Design led_bank_arbiter, sky130hd; sources not shown.
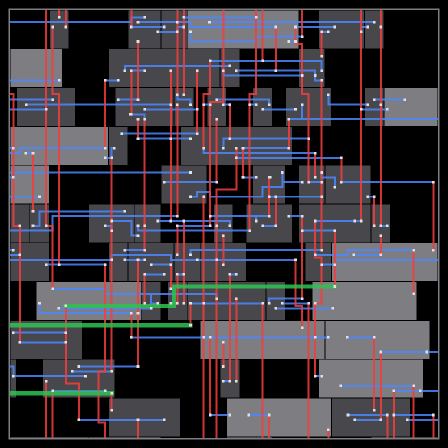
Run 1: a small window of the routed layout
Window x 23 to 53, y 38 to 68 µm. Cells in grey, sequential cells in the stronger grey; small squares are vias.
Key: met3 = green; met2 = red; met1 = blue
Sequential cells in the window: 11. 54 logic cells have their middle in the window. Most frequent: nor2_1 (12), dfxtp_1 (8), xnor2_1 (5).

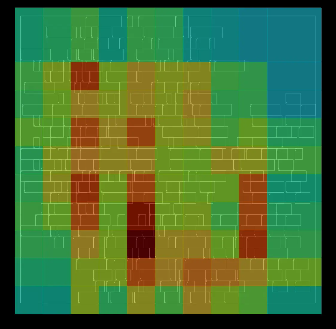
Run 1: routing congestion map
utilization after layout: 0.567
met3 usage: 0.0370
drt wl/cell: 14.6 µm
met2 Resource Use GR: 0.314

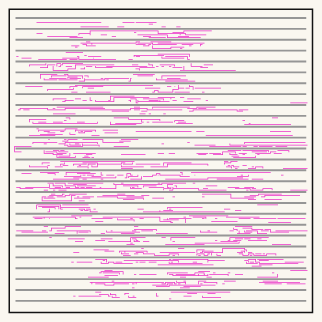
Run 1: metal 1
Drawn at 4 px/µm. Supply wires on this layer in grey.
The layer carries 2,380 µm of wire. The wires run mostly horizontal. The layer holds 47% of the routed length.
final WL: 5110 µm
via count: 1,819
routing usage on met1: 0.251

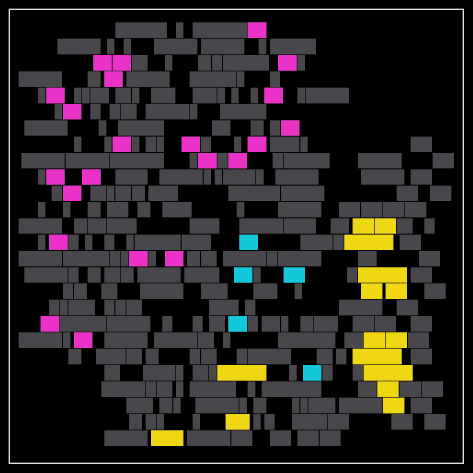
Run 1: logic cells by family
Drawn at 6 px/µm.
Key: multiplexers = yellow [cells 15]; XOR/XNOR gates = magenta [cells 22]; AND-OR and OR-AND gates = cyan [cells 5, where middle]
Comb/total area: 0.468
non-filler cells in the finished layout: 349

==> results.cfg, run 1 <==
; synthesis and place-and-route metrics
[synth]
netlist_logic_family_top = simple AND/OR/NAND/NOR gates
synth.cell_area_um2 = 2160
yosys_warnings = 0
synthDistinctLibCells = 54
most_common_cell = dfxtp_1
netlist.area_leader.share = 0.381
yosys.area_share.simple = 0.294
synth-adder-area-share = 0.0116
ys_sh_aoi = 0.0882
yosys.area.top_type = dfxtp_1

[power]
powerDensity_nw_per_um2 = 657
pwr-share-clk = 0.279

[placed_design]
gp_congestion = 0.751
portBuffers = 31

[final_timing]
max_clock_freq_mhz = 480
slew_viol_final = 0
setup_viol = 33
hold_ws_ns = 0.377
grt_setup_unrepaired = yes
tightest_slew_ns = 0.500
fin_ws_ns = -0.0843

[clock_network]
cts_resized = 27
cts_made_buffers = 5
cts_sinks = 41

[layout]
seq_area_um2 = 835
insertedDiodeCount = 0
postLayoutCellArea_um2 = 2910
flop-count = 41

[floorplanning]
die_area_um2 = 5690
tap_cells = 70
row_count = 26
die_y_um = 75.4
core_area_um2 = 5140
initial_core_util = 0.420

[outcome]
status = finished, violations left
violations = negative setup slack

[grt]
grt_max_degree = 14
track_usage = 0.191
grt_pass1_wl_um = 8230

[setup_path]
cp-end-kind = flip-flop
cp_slowest_cell = or4b_4
rrSetupSlack_ns = -0.08

[route]
vias_per_cell = 5.21
--- run 2 (diff from run 1) ---
PLACE_DENSITY = 0.65   (was unset)
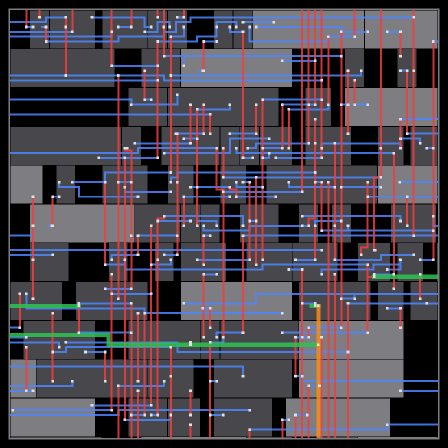
Run 2: a small window of the routed layout
Window x 23 to 53, y 38 to 68 µm. Cells in grey, sequential cells in the stronger grey; small squares are vias.
Key: met2 = red; met1 = blue; met4 = orange; met3 = green
Most frequent: nor2_1 (13), xnor2_1 (7). 69 logic cells have their middle in the window. Sequential cells in the window: 11.

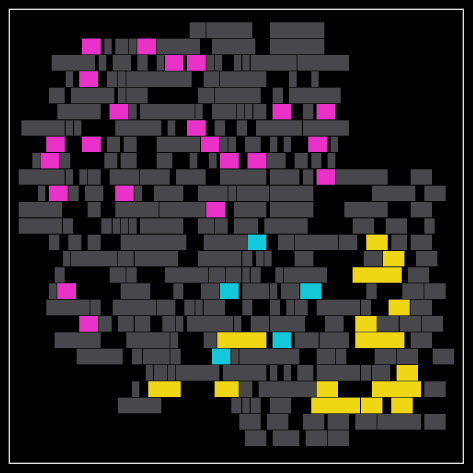
Run 2: logic cells by family
Drawn at 6 px/µm.
Key: AND-OR and OR-AND gates = cyan [cells 5]; XOR/XNOR gates = magenta [cells 22]; multiplexers = yellow [cells 15, where bottom right]
Comb/total area: 0.455
most used logic cell in the final layout: nor2_1

==> results.cfg, run 2 <==
; synthesis and place-and-route metrics
[layout]
instances_no_fill = 349
postLayoutCellArea_um2 = 2970
seq_area_um2 = 842

[synth]
yosys.area_share.simple = 0.294
netlist.area_leader.share = 0.381
synth.cell_area_um2 = 2160
most_common_cell = dfxtp_1
synthDistinctLibCells = 54
netlist_logic_family_top = simple AND/OR/NAND/NOR gates

[grt]
met1_usage = 0.238
grt.met3_usage = 0.0344
track_usage = 0.176
grt_util_met2 = 0.285

[floorplanning]
tap_cells = 70
core_area_um2 = 5140
initial_core_util = 0.420
die_y_um = 75.4

[power]
powerDensity_nw_per_um2 = 734
pwr-share-clk = 0.372

[clock_network]
cts_resized = 26
cts_made_buffers = 5

[final_timing]
slew_viol_final = 0
fin_ws_ns = -0.0117
setup_viol = 7
tightest_slew_ns = 0.502

[outcome]
status = finished, violations left
violations = negative setup slack

[placed_design]
gp_congestion = 0.844
Power and IR drop assume default switching activity.
